## config.mk

```make
export PLATFORM = sky130hd
export DESIGN_NAME = mssd_tx_scheduler
export DESIGN_NICKNAME = d
export VERILOG_FILES = /design/src/rtl/mssd_tx_scheduler.sv
export SDC_FILE = /design/constraint.sdc
export NUM_CORES = 1
export LEC_CHECK = 0
export CAP_MARGIN = 20
export CORE_ASPECT_RATIO = 1.2
export CORE_MARGIN = 5
export CORE_UTILIZATION = 50
export DETAILED_ROUTE_END_ITERATION = 8
export MAX_ROUTING_LAYER = met4
export PLACE_DENSITY = 0.75
export SLEW_MARGIN = 20
export SYNTH_ARGS = -nofsm -noshare
export SYNTH_HDL_FRONTEND = slang
export SYNTH_SLANG_ARGS = --single-unit
```

## constraint.sdc

```tcl
create_clock -name clk_en -period 6.2 [get_ports clk_en]
set_clock_uncertainty 0.1 [all_clocks]
set_input_delay 1.24 -clock clk_en [delete_from_list [all_inputs] [get_ports clk_en]]
set_output_delay 1.24 -clock clk_en [all_outputs]
set_load 0.1 [all_outputs]
```

## src/rtl/mssd_tx_scheduler.sv

```systemverilog
// ---------------------------------------------------------------------------
// mssd_tx_scheduler
//
// Transmit-side scheduler for the serial demux link. Four channels share one
// serial line; a round-robin arbiter picks one requesting channel at a time
// and the scheduler serialises one frame for it:
//
//   start bit (0) | port number (PORT_W, MSB first) | length (LEN_W, MSB first)
//   | len data bits | GAP idle ones
//
// Ports
//   clk_en     : clock, all state updates on its rising edge
//   rst        : asynchronous, active-high reset
//   req        : per-channel request level
//   len_in     : packed per-channel frame length, channel k at [k*LEN_W +: LEN_W]
//   data_in    : per-channel serial data bit, taken when that channel's bit_rd is high
//   gnt        : one-hot grant, held from the start bit through the last data bit
//   bit_rd     : one-hot data-pop strobe (combinational from registered state)
//   ser_out    : registered serial link line, idles at 1
//   busy       : high from the start bit through the end of the gap
//   done       : one-cycle pulse in the first gap cycle
//   state_dbg  : current FSM state, for observation only
//
// Channel handshake: req is a level, sampled only while the scheduler is
// idle. gnt rising is the acknowledge; once granted, the channel index and
// its length are latched, so later changes of req or len_in have no effect on
// the frame in flight. While gnt[k] is high, every cycle with bit_rd[k] high
// consumes exactly one bit: data_in[k] is registered into ser_out at the end
// of that cycle and the source must present its next bit afterwards.
// ---------------------------------------------------------------------------
module mssd_tx_scheduler #(
    parameter int PORT_W = 2,
    parameter int LEN_W  = 4,
    parameter int GAP    = 1
) (
    input  logic                            clk_en,
    input  logic                            rst,
    input  logic [(2**PORT_W)-1:0]          req,
    input  logic [(2**PORT_W)*LEN_W-1:0]    len_in,
    input  logic [(2**PORT_W)-1:0]          data_in,
    output logic [(2**PORT_W)-1:0]          gnt,
    output logic [(2**PORT_W)-1:0]          bit_rd,
    output logic                            ser_out,
    output logic                            busy,
    output logic                            done,
    output logic [2:0]                      state_dbg
);

    localparam int NCH   = 2**PORT_W;
    localparam int HDR_W = PORT_W + LEN_W;
    // Wide enough for every phase length (PORT_W, LEN_W, 2**LEN_W-1, GAP).
    localparam int CNT_W = 16;

    typedef enum logic [2:0] {
        S_IDLE  = 3'd0,
        S_START = 3'd1,
        S_PORT  = 3'd2,
        S_LEN   = 3'd3,
        S_DATA  = 3'd4,
        S_GAP   = 3'd5
    } state_t;

    state_t              state;
    logic [CNT_W-1:0]    cnt;      // cycle index inside the current phase
    logic [PORT_W-1:0]   ch_q;     // granted channel
    logic [LEN_W-1:0]    len_q;    // latched frame length
    logic [PORT_W-1:0]   last_q;   // last granted channel (round-robin pointer)
    logic [HDR_W-1:0]    hdr_q;    // header shift register {port, len}, MSB out first

    // -----------------------------------------------------------------------
    // Round-robin arbitration: first requester searching upward from
    // last_q+1, wrapping through the channel count.
    // -----------------------------------------------------------------------
    logic                arb_found;
    logic [PORT_W-1:0]   arb_idx;
    logic [PORT_W-1:0]   arb_cand;
    logic [LEN_W-1:0]    arb_len;

    always_comb begin
        arb_found = 1'b0;
        arb_idx   = last_q;
        arb_cand  = '0;
        for (int i = 1; i <= NCH; i++) begin
            // Modular add wraps naturally in PORT_W bits.
            arb_cand = last_q + PORT_W'(i);
            if (!arb_found && req[arb_cand]) begin
                arb_found = 1'b1;
                arb_idx   = arb_cand;
            end
        end
        arb_len = len_in[arb_idx*LEN_W +: LEN_W];
    end

    // -----------------------------------------------------------------------
    // Phase-end decodes.
    // -----------------------------------------------------------------------
    logic port_last;
    logic len_last;
    logic data_last;
    logic gap_last;
    logic len_zero;

    assign port_last = (cnt == CNT_W'(PORT_W - 1));
    assign len_last  = (cnt == CNT_W'(LEN_W - 1));
    assign data_last = (cnt == (CNT_W'(len_q) - CNT_W'(1)));
    assign gap_last  = (cnt == CNT_W'(GAP - 1));
    assign len_zero  = (len_q == '0);

    // A data bit is popped one cycle ahead of its appearance on ser_out:
    // in the last length cycle (first data bit) and in every data cycle
    // except the last one.
    logic pop_en;

    assign pop_en = ((state == S_LEN)  && len_last && !len_zero) ||
                    ((state == S_DATA) && !data_last);

    // gnt is one-hot for the granted channel, so masking it keeps bit_rd
    // one-hot and a subset of gnt by construction.
    assign bit_rd    = pop_en ? gnt : '0;
    assign state_dbg = state;

    // -----------------------------------------------------------------------
    // Frame FSM with registered outputs. ser_out always shows the bit that
    // belongs to the state currently held, so each transition loads the
    // first bit of the next phase.
    // -----------------------------------------------------------------------
    always_ff @(posedge clk_en or posedge rst) begin
        if (rst) begin
            state   <= S_IDLE;
            cnt     <= '0;
            ch_q    <= '0;
            len_q   <= '0;
            last_q  <= PORT_W'(NCH - 1);
            hdr_q   <= '0;
            ser_out <= 1'b1;
            gnt     <= '0;
            busy    <= 1'b0;
            done    <= 1'b0;
        end else begin
            done <= 1'b0;
            case (state)
                S_IDLE: begin
                    ser_out <= 1'b1;
                    if (arb_found) begin
                        state   <= S_START;
                        cnt     <= '0;
                        ch_q    <= arb_idx;
                        len_q   <= arb_len;
                        last_q  <= arb_idx;
                        hdr_q   <= {arb_idx, arb_len};
                        gnt     <= NCH'(1) << arb_idx;
                        busy    <= 1'b1;
                        ser_out <= 1'b0;    // start bit
                    end
                end

                S_START: begin
                    state   <= S_PORT;
                    cnt     <= '0;
                    ser_out <= hdr_q[HDR_W-1];
                    hdr_q   <= hdr_q << 1;
                end

                S_PORT: begin
                    // The header register runs straight on from port into
                    // length, so every port cycle shifts one bit out.
                    ser_out <= hdr_q[HDR_W-1];
                    hdr_q   <= hdr_q << 1;
                    if (port_last) begin
                        state <= S_LEN;
                        cnt   <= '0;
                    end else begin
                        cnt <= cnt + CNT_W'(1);
                    end
                end

                S_LEN: begin
                    if (len_last) begin
                        cnt <= '0;
                        if (len_zero) begin
                            state   <= S_GAP;
                            ser_out <= 1'b1;
                            gnt     <= '0;
                            done    <= 1'b1;
                        end else begin
                            state   <= S_DATA;
                            ser_out <= data_in[ch_q];
                        end
                    end else begin
                        cnt     <= cnt + CNT_W'(1);
                        ser_out <= hdr_q[HDR_W-1];
                        hdr_q   <= hdr_q << 1;
                    end
                end

                S_DATA: begin
                    if (data_last) begin
                        state   <= S_GAP;
                        cnt     <= '0;
                        ser_out <= 1'b1;
                        gnt     <= '0;
                        done    <= 1'b1;
                    end else begin
                        cnt     <= cnt + CNT_W'(1);
                        ser_out <= data_in[ch_q];
                    end
                end

                S_GAP: begin
                    ser_out <= 1'b1;
                    if (gap_last) begin
                        // Requests pending now are arbitrated on the next
                        // edge, giving one idle cycle between frames.
                        state <= S_IDLE;
                        cnt   <= '0;
                        busy  <= 1'b0;
                    end else begin
                        cnt <= cnt + CNT_W'(1);
                    end
                end

                default: begin
                    state   <= S_IDLE;
                    cnt     <= '0;
                    ser_out <= 1'b1;
                    gnt     <= '0;
                    busy    <= 1'b0;
                end
            endcase
        end
    end

endmodule

```

==> run summary <==
flow finished, numbers: Peak Freq=0.1911 GHz, initial core utilization=51.87%, number of enable flip-flop cells=0, count of tool warnings=29, antenna violations before repair=0, DR pass1 iterations=5, final core occ=62.69%, fraction of layout cells with a size suffix above 1=approximately 11%, Area Growth Syn to Fin=20.85%, fin nets=345, Critical Path AT=3.89 ns, Req. time, crit path=~4.9 ns, clk sinks=~40, Mapped Area=0.002562 sq mm, Critical Path Source Type=flop, Synthesized Nets=about 310, syn_area_per_cell=roughly 9.3 sq um, CTS tree=built, Hold Vio Cnt, Final=0, Final Max Slew Viols=0, status=finished, final reports clean, core area=0.004940 sq mm, H-tree depth=2, first-pass GRT wire length=between 10,000 and 15,000 um, worst hold slack=0.4153 ns, Commonest Layout Cell=clkdlybuf4s50_1, row count=28, FF+latch area=between 0.001 and 0.0015 sq mm, Num CTS Buffers=5, Top cells excl fill/tap=clkdlybuf4s50_1, dfrtp_1, nand2_1, critical-path cell list=inv_1, ha_1, or4bb_1, nor4_1, o2111ai_1, and3_1, a21oi_1, nor2b_1, clkdlybuf4s50_1, Hold WC Path Type=reg -> reg, Post-CTS Resized=0, Main area contributors=dfrtp_1, mux2i_1, o21ai_0, vias in the first global route=2,185, Commonest cells post-synth=dfrtp_1, nand2_1, o21ai_0, setup TNS=0 ns, worst vdd ir=0.2956 mV, max cap viols=0, n_diodes=0, FFs w/ async S/R, synth=100.0%, fillcell total=approximately 420, cell area power density=roughly 460 mW/mm^2, final RePlAce weighted congestion=0.8972, worst-path maximum fanout=16, Synth Warn #=0, slew margin rel.=33.02%, clk slew on worst S/H paths=approximately 0.09 ns, Worst R2R Path Depth=8, setup repair after global routing missed its margin=no, final setup fails=0, pin count of the biggest net entering global routing=41, Critical Path Start=len_q[0]$_DFFE_PP0P_, Die W=75.35 um, Setup crit end=bit_rd[2], WS Path Type=reg -> out, die area=around 0.0067 sq mm, PortBufs=39, Mapped Cells=276, clk latency late pin=0.30 ns, setup ws final=just under 1 ns, LEAKAGE=1.331 nW, initial drt markers=127, Reg2Reg Capture Point=gnt[0]$_DFFE_PP0P_, cells in synth_stat.txt=276, Die Height=about 88 um, Critical-path top delay cell=clkdlybuf4s50_1, DRC Markers=0, fin crit share=between 80% and 90%, Yosys top cell by instances=dfrtp_1, # IOs=about 40, CP max stage delay=between 0.9 and 1 ns, Post-CTS Setup Inserts=0, total grt overflow=0, DR WL/cell=15.41 um, Synth Register Bits=40, Hold-fix buffers, CTS=0, synthesis area per yosys=around 0.0026 sq mm, post-synth top area cell=dfrtp_1, MI comb area=about 0.0015 sq mm, Reg-to-Reg Start=len_q[0]$_DFFE_PP0P_, Vias/cell=5.848, Synth Seq Share=about 40%, Worst Tran Pin Value=1.002 ns, CTS Root Cell=clkbuf_8, Reg2Reg Setup Slack=about 3.2 ns, Post-synth top flop=dfrtp_1, CP endpoint kind=output port, Place WS=approximately 1.3 ns, Top cell area share=36.13%, deepest clock path buffer count=2, routed wire length=5780 um, Tmin final=between 5 and 6 ns, antenna viol nets, final=0, Distinct lib cells used=between 50 and 60, Detailed Place HPWL=4286 um
where the power goes:
part	switching, mW	total, mW	internal (mW)
Clock	0.0984	0.178	0.0797
Sequential	0.0953	0.439	0.344
Combinational	0.503	0.807	0.304
Total	0.697	1.42	0.727
area by class of cell:
type / count / share of cell area (%)
Sequential cell: 40 / 32.44
Inverter: 16 / 1.939
Multi-Input combinational cell: 210 / 47.11
Tap cell: 60 / 2.424
Timing Repair Buffer: 41 / 13.09
Clock buffer: 5 / 2.222
Clock inverter: 3 / 0.7677
metrics by stage:
step / instances / power, mW / instance area [sq um]
floorplan: 276 / 1.061 / 2562
global placement: 367 / 1.235 / 2998
detailed placement: 367 / 1.250 / 2998
CTS: 375 / 1.431 / 3090
global route: 375 / 1.536 / 3097
finish: 375 / 1.424 / 3097
registers in the layout, summed over array words and instances (netlist names):
register   cells
busy           1
gnt            4
len_q          4
ch_q           2
state_dbg      3
done           1
ser_out        1
last_q         2
cnt           16
hdr_q          6
logic make-up (layout without fill, tap and decap cells):
logic type	after synthesis	in the layout	synth area share [%]
AND-OR/OR-AND	66	66	17.58
XOR/XNOR	9	9	3.076
adder cells (fa/ha/maj)	5	5	2.441
buffers and inverters	26	65	4.102
flip-flops	40	40	39.21
multiplexers	23	23	9.765
AND/OR/NAND/NOR	107	107	23.83
worst min path at each step:
stage	start	to	slack (ns)	cells after the start
6_report	gnt[0]$_DFFE_PP0P_	gnt[0]$_DFFE_PP0P_	0.42	1
5_1_grt	hdr_q[4]$_DFFE_PP0P_	hdr_q[4]$_DFFE_PP0P_	0.45	1
4_1_cts	gnt[0]$_DFFE_PP0P_	gnt[0]$_DFFE_PP0P_	0.42	1
3_5_place_dp	gnt[1]$_DFFE_PP0P_	gnt[1]$_DFFE_PP0P_	0.40	1
3_3_place_gp	hdr_q[4]$_DFFE_PP0P_	hdr_q[4]$_DFFE_PP0P_	0.39	1
2_1_floorplan	hdr_q[4]$_DFFE_PP0P_	hdr_q[4]$_DFFE_PP0P_	0.38	1
routing by layer:
metal  global-route usage, %  routed length, um
met5                       -                  0
met2                   32.36               2737
met4                   8.267                156
met3                   4.432                327
met1                   24.18               2558
worst max-delay path, delay by kind of cell, from the launching register on:
kind	cells	cell delay (ns)
AND/OR/NAND/NOR	4	1.23
buffers and inverters	2	1.10
AND-OR/OR-AND	2	0.61
flip-flops	1	0.41
adder cells (fa/ha/maj)	1	0.24
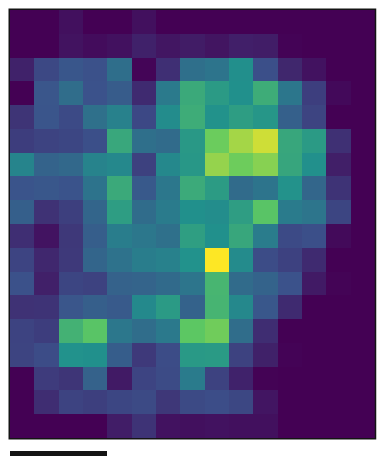
(images/route_heat.png)
Scale bar: 20 um. The die is cut into 15 by 18 equal tiles; dark purple is low, yellow is high, scaled to the fullest tile. Values are wire area over tile area, all layers added.
emptiest ninth of the die: bottom right
mean over tiles: 0.14
tiles over half the peak: 15%
densest ninth of the die: middle
via count: 2,193
GR Util All Layers: 20.11%

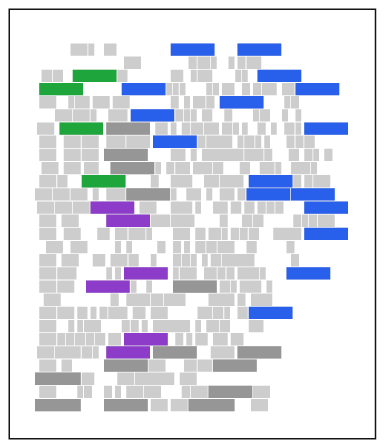
(images/ff_map.png)
Other sequential cells in the stronger grey, the rest of the logic in the fainter grey.
| signal | colour | placed flops |
|---|---|---|
| gnt | green | 4 |
| cnt | blue | 16 |
| hdr_q | purple | 6 |
not coloured: 14

Power is estimated from default activity; no workload was simulated.
